==> images/met1.png <==
The bar under the picture is 20 um long. Supply wires on this layer in gray.
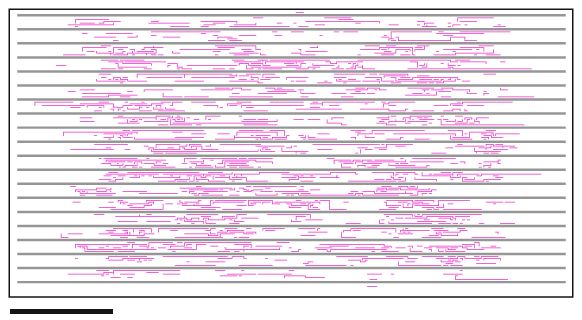
==> images/gate_families.png <==
The bar under the picture is 20 um long.
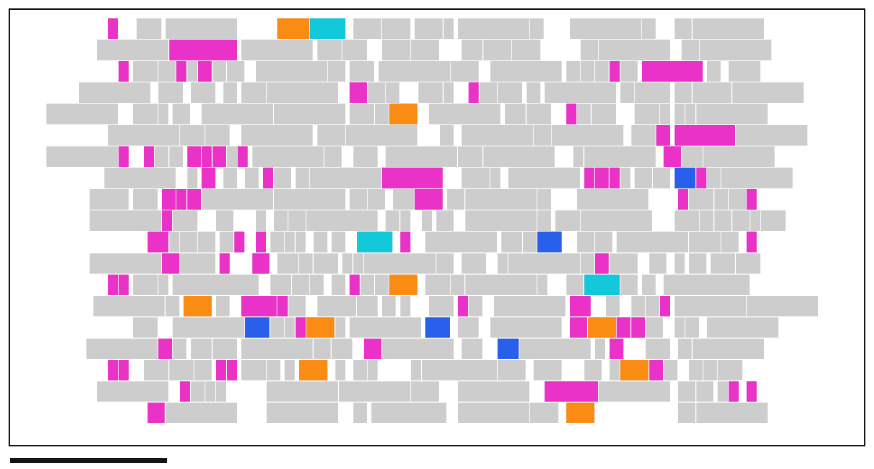
==> images/pdn.png <==
Pins as bars on the die edge.
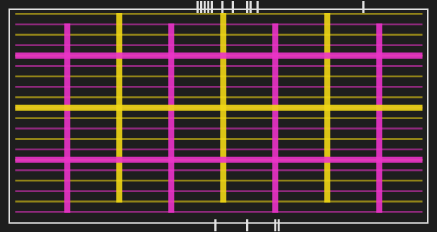
==> images/met3.png <==
The bar under the picture is 20 um long.
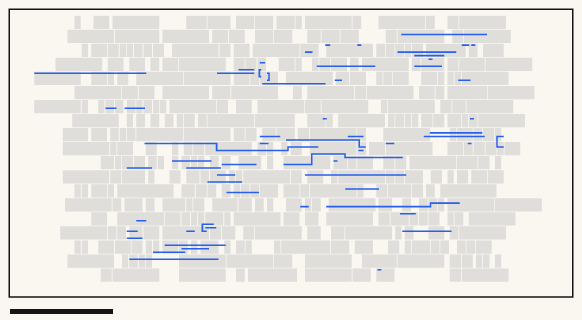
--- config.mk ---
export PLATFORM = sky130hd
export DESIGN_NAME = button_debounce
export DESIGN_NICKNAME = d
export VERILOG_FILES = /design/src/rtl/button_pkg.sv /design/src/rtl/sync_2ff.sv /design/src/rtl/button_debounce.sv
export SDC_FILE = /design/constraint.sdc
export NUM_CORES = 1
export LEC_CHECK = 0
export CAP_MARGIN = 0
export CORE_ASPECT_RATIO = 0.5
export CORE_UTILIZATION = 60
export DETAILED_ROUTE_END_ITERATION = 16
export PLACE_DENSITY = 0.87
export SETUP_SLACK_MARGIN = 0.1
export SLEW_MARGIN = 25
export SYNTH_ARGS = -nofsm -noshare
export SYNTH_HDL_FRONTEND = slang
export SYNTH_SLANG_ARGS = --single-unit
export TNS_END_PERCENT = 100
--- constraint.sdc ---
create_clock -name clk -period 6.9 [get_ports clk]
set_clock_uncertainty 0.15 [all_clocks]
set_input_delay 1.725 -clock clk [delete_from_list [all_inputs] [get_ports clk]]
set_output_delay 1.725 -clock clk [all_outputs]
set_load 0.005 [all_outputs]
--- src/rtl/button_pkg.sv ---
// Shared types and helpers for the pushbutton debouncer.
package button_pkg;

   // Debouncer FSM states.
   typedef enum logic [1:0] {
      RELEASED     = 2'd0,
      PRESS_PEND   = 2'd1,
      PRESSED      = 2'd2,
      RELEASE_PEND = 2'd3
   } btn_state_t;

   // Width of a counter that must reach the larger of the two cycle limits.
   function automatic int calc_dw(input int deb_cycles, input int long_cycles);
      int m;
      m = (deb_cycles > long_cycles) ? deb_cycles : long_cycles;
      return $clog2(m + 1);
   endfunction

endpackage

--- src/rtl/sync_2ff.sv ---
// Two-flop synchronizer for a single asynchronous pin; reusable for any input.
module sync_2ff #(
   parameter logic RESET_VAL = 1'b0
) (
   input  logic clk,
   input  logic rst,
   input  logic i_d,
   output logic o_q
);

   logic r_meta;
   logic r_sync;

   // Shift the raw pin through two flops to settle metastability.
   // NOTE: non-blocking assignments keep the two stages as separate flops; a
   // blocking pair would collapse into one register in simulation.
   always_ff @(posedge clk or posedge rst) begin
      if (rst) begin
         r_meta <= RESET_VAL;
         r_sync <= RESET_VAL;
      end else begin
         r_meta <= i_d;
         r_sync <= r_meta;
      end
   end

   assign o_q = r_sync;

endmodule

--- src/rtl/button_debounce.sv ---
// Debounces one raw pushbutton into a clean level, press/release/long-press
// pulses and a wrapping press counter. All outputs are registered.
module button_debounce
   import button_pkg::*;
#(
   parameter int DEBOUNCE_CYCLES = 120_000,
   parameter int LONG_CYCLES     = 12_000_000,
   parameter bit ACTIVE_LOW      = 1'b1,
   parameter int CNT_W           = 8
) (
   input  logic             clk,
   input  logic             rst,
   input  logic             i_btn_in,
   output logic             o_btn_level,
   output logic             o_press,
   output logic             o_release,
   output logic             o_long_press,
   output logic [CNT_W-1:0] o_press_count
);

   localparam int            DW        = calc_dw(DEBOUNCE_CYCLES, LONG_CYCLES);
   localparam logic [DW-1:0] DEB_LAST  = DW'(DEBOUNCE_CYCLES - 1);
   localparam logic [DW-1:0] HOLD_LAST = DW'(LONG_CYCLES - 1);

   logic             w_btn_sync;
   logic             w_act;

   btn_state_t       r_state;
   logic [DW-1:0]    r_deb_cnt;
   logic [DW-1:0]    r_hold_cnt;
   logic             r_long_done;
   logic             r_level;
   logic             r_press;
   logic             r_release;
   logic             r_long_press;
   logic [CNT_W-1:0] r_press_count;

   sync_2ff #(
      .RESET_VAL (ACTIVE_LOW)
   ) u_sync (
      .clk (clk),
      .rst (rst),
      .i_d (i_btn_in),
      .o_q (w_btn_sync)
   );

   // Normalise polarity so 1 always means "pressed".
   assign w_act = w_btn_sync ^ ACTIVE_LOW;

   // Stability FSM with debounce and hold counters; pulses default low each cycle.
   always_ff @(posedge clk or posedge rst) begin
      if (rst) begin
         r_state       <= RELEASED;
         r_deb_cnt     <= '0;
         r_hold_cnt    <= '0;
         r_long_done   <= 1'b0;
         r_level       <= 1'b0;
         r_press       <= 1'b0;
         r_release     <= 1'b0;
         r_long_press  <= 1'b0;
         r_press_count <= '0;
      end else begin
         r_press      <= 1'b0;
         r_release    <= 1'b0;
         r_long_press <= 1'b0;

         case (r_state)
            RELEASED: begin
               if (w_act) begin
                  r_state   <= PRESS_PEND;
                  r_deb_cnt <= '0;
               end
            end

            PRESS_PEND: begin
               if (!w_act) begin
                  // Too short to be a press: drop it silently.
                  r_state <= RELEASED;
               end else if (r_deb_cnt == DEB_LAST) begin
                  r_state       <= PRESSED;
                  r_press       <= 1'b1;
                  r_level       <= 1'b1;
                  r_press_count <= r_press_count + 1'b1;
                  r_hold_cnt    <= '0;
                  r_long_done   <= 1'b0;
               end else begin
                  r_deb_cnt <= r_deb_cnt + 1'b1;
               end
            end

            PRESSED: begin
               if (r_hold_cnt != HOLD_LAST) begin
                  r_hold_cnt <= r_hold_cnt + 1'b1;
               end
               if ((r_hold_cnt == HOLD_LAST) && !r_long_done) begin
                  r_long_press <= 1'b1;
                  r_long_done  <= 1'b1;
               end
               // Leaving for RELEASE_PEND does not cancel a long press fired this cycle.
               if (!w_act) begin
                  r_state   <= RELEASE_PEND;
                  r_deb_cnt <= '0;
               end
            end

            RELEASE_PEND: begin
               // hold_cnt stays frozen here so a bounce does not advance the long timer.
               if (w_act) begin
                  r_state <= PRESSED;
               end else if (r_deb_cnt == DEB_LAST) begin
                  r_state   <= RELEASED;
                  r_release <= 1'b1;
                  r_level   <= 1'b0;
               end else begin
                  r_deb_cnt <= r_deb_cnt + 1'b1;
               end
            end

            default: begin
               r_state <= RELEASED;
            end
         endcase
      end
   end

   assign o_btn_level   = r_level;
   assign o_press       = r_press;
   assign o_release     = r_release;
   assign o_long_press  = r_long_press;
   assign o_press_count = r_press_count;

endmodule

==> impl_table.tex <==
% Auto-generated results table
\begin{tabular}{lr}
\hline
Metric & Value \\
\hline
\multicolumn{2}{l}{\textbf{Status}} \\
Run status & complete, no violations \\
\multicolumn{2}{l}{\textbf{Clock network}} \\
Inserted Clock Buffers & 9 \\
CTS Hold Buffers Added & 0 \\
Library cell used as clock root buffer & clkbuf\_16 \\
Number of clock sinks seen by CTS & roughly 65 \\
Longest Clk Path Bufs & 2 \\
\multicolumn{2}{l}{\textbf{Floorplan}} \\
I/O pin count & 15 \\
\multicolumn{2}{l}{\textbf{Global routing}} \\
First-pass GRT wire length & roughly 13000 um \\
Pin count of the biggest net entering global routing & about 66 \\
Met1 demand-to-capacity share in global routing & between 30 and 40\% \\
Residual overflow from global routing & 0 \\
Via count of the first global-routing pass & roughly 2800 \\
\multicolumn{2}{l}{\textbf{Cells and area}} \\
Layout cells sized above 1 & a little under 9\% \\
Comb. cell area & between 0.0015 and 0.002 mm\^{}2 \\
Core Util, Final & 72.0\% \\
Leading cell type in the layout, fill and taps excluded & dfrtp\_1 \\
Number of non-clock inverters in the layout & 8 \\
\multicolumn{2}{l}{\textbf{Logic synthesis}} \\
Cell types with the largest area share after synthesis & dfrtp\_1 46\%, xnor2\_1 4.6\%, nor2\_1 4.1\%, nand3\_1 3.9\%, xor2\_1 3.6\% \\
Compound-cell area share of the yosys netlist & 7.78\% \\
Fraction of the yosys area taken by sequential cells & between 40\% and 50\% \\
Fraction of synthesized cell area taken by the top area cell type & between 40\% and 50\% \\
Dominant non-sequential cell family after synthesis & simple AND/OR/NAND/NOR gates \\
Area of the mapped netlist & approximately 0.0034 mm\^{}2 \\
Area of the synthesized netlist per yosys stat & approximately 0.0034 mm\^{}2 \\
Yosys warnings & 0 \\
Cell count listed in synth\_stat.txt & 351 \\
Post-synthesis instance total & around 350 \\
Synth async-reset ratio & 100\% \\
Synthesized netlist net count & $\sim$360 \\
\multicolumn{2}{l}{\textbf{Power}} \\
Leakage dissipation & $\sim$1.7 nW \\
Clock network power share & 54.0\% \\
Proportion of total power due to net switching & between 20 and 25\% \\
\multicolumn{2}{l}{\textbf{Timing}} \\
Setup repair after global routing missed its margin & no \\
Relative max-transition margin & between 30\% and 40\% \\
\multicolumn{2}{l}{\textbf{Placed design}} \\
Cell Area, Placed & approximately 0.0036 mm\^{}2 \\
HPWL Detailed & around 5000 um \\
Buffers on Ports & 14 \\
\multicolumn{2}{l}{\textbf{Routing}} \\
Routed wire length per instance & $\sim$17 um \\
Post-route DRC violation count & 0 \\
Number of DRC markers in iteration 0 & 142 \\
\multicolumn{2}{l}{\textbf{Run}} \\
Number of warnings the tools reported & 26 \\
\multicolumn{2}{l}{\textbf{Worst setup path}} \\
Biggest cell delay along the critical path & between 0.5 and 0.6 ns \\
Required @ worst endpoint & roughly 5 ns \\
Element type at the critical path start & register \\
\multicolumn{2}{l}{\textbf{Worst hold path}} \\
Worst hold path class & register to register \\
\hline
\end{tabular}
Notes on met1.png above:
The wires run mostly horizontal. The longest straight run is 20.7 um. The layer carries 3160 um of wire.

Notes on gate_families.png above:
Key: AND-OR and OR-AND gates = blue [cells 5, most used a21o_1]; multiplexers = orange [cells 9, most used mux2i_1]; adder and majority cells = cyan [cells 3, most used ha_1]; NOR gates = magenta [cells 67, most used nor2_1, where all over the die]

Notes on pdn.png above:
Key: VDD = yellow; VSS = magenta
3 straps on met5. 7 straps on met4. 20 met1 rails follow the rows. The core has 19 rows.
die outline width: 109 um
largest vdd supply drop: 0.200 mV

Notes on met3.png above:
The wires run mostly horizontal. 41 nets have wire on it. The longest straight run is 21.4 um.
drt total wl: 7610 um
total via count in the routed design: 2859
M3 GR Usage: 8.50%

[through the flow]
stage | total power, mW | worst slack, ns | hold WS (ns)
final | 0.924 | 3.74 | 0.206
after global routing | 0.949 | 3.70 | 0.215
after CTS | 0.930 | 3.74 | 0.207
after detailed placement | 0.430 | 3.89 | 0.203
after global placement | 0.428 | 3.91 | 0.197
after floorplan | 0.421 | 3.40 | 0.195
[final timing paths]
check | startpoint | cells past startpoint | slack, ns | endpoint
setup / recovery | o_press_count[2]$_DFFE_PP0P_ | 1 | 3.74 | o_press_count[2]
hold / removal | u_sync.r_meta$_DFF_PP1_ | 0 | 0.21 | u_sync.o_q$_DFF_PP1_
setup reg to reg | r_deb_cnt[18]$_DFFE_PP0P_ | 5 | 4.39 | r_hold_cnt[12]$_DFFE_PP0P_
hold reg to reg | u_sync.r_meta$_DFF_PP1_ | 0 | 0.21 | u_sync.o_q$_DFF_PP1_
max in group asynchronous | rst | 3 | 4.28 | r_hold_cnt[20]$_DFFE_PP0P_
min in group asynchronous | rst | 3 | 1.80 | o_press_count[3]$_DFFE_PP0P_
[synth_stat cells (6+ instances only)]
cell / instances
xor2_1: 14
and4_1: 6
mux2i_1: 8
nor3_1: 14
nor2_1: 37
inv_1: 8
nand3_1: 27
nand2_1: 29
dfrtp_1: 63
nand4_1: 16
or3_1: 11
and3_1: 8
o21ai_0: 17
xnor2_1: 18
nor4_1: 6
a21oi_1: 13
[power by group through the flow]
stage	clock network [mW]	registers (mW)	logic (mW)
after global routing	0.518	0.400	0.0303
final	0.499	0.400	0.0259
after CTS	0.505	0.398	0.0262
after global placement	0	0.404	0.0244
after floorplan	0	0.401	0.0195
after detailed placement	0	0.404	0.0262
Power figures rest on the tool's default switching activity, not on a simulated workload.
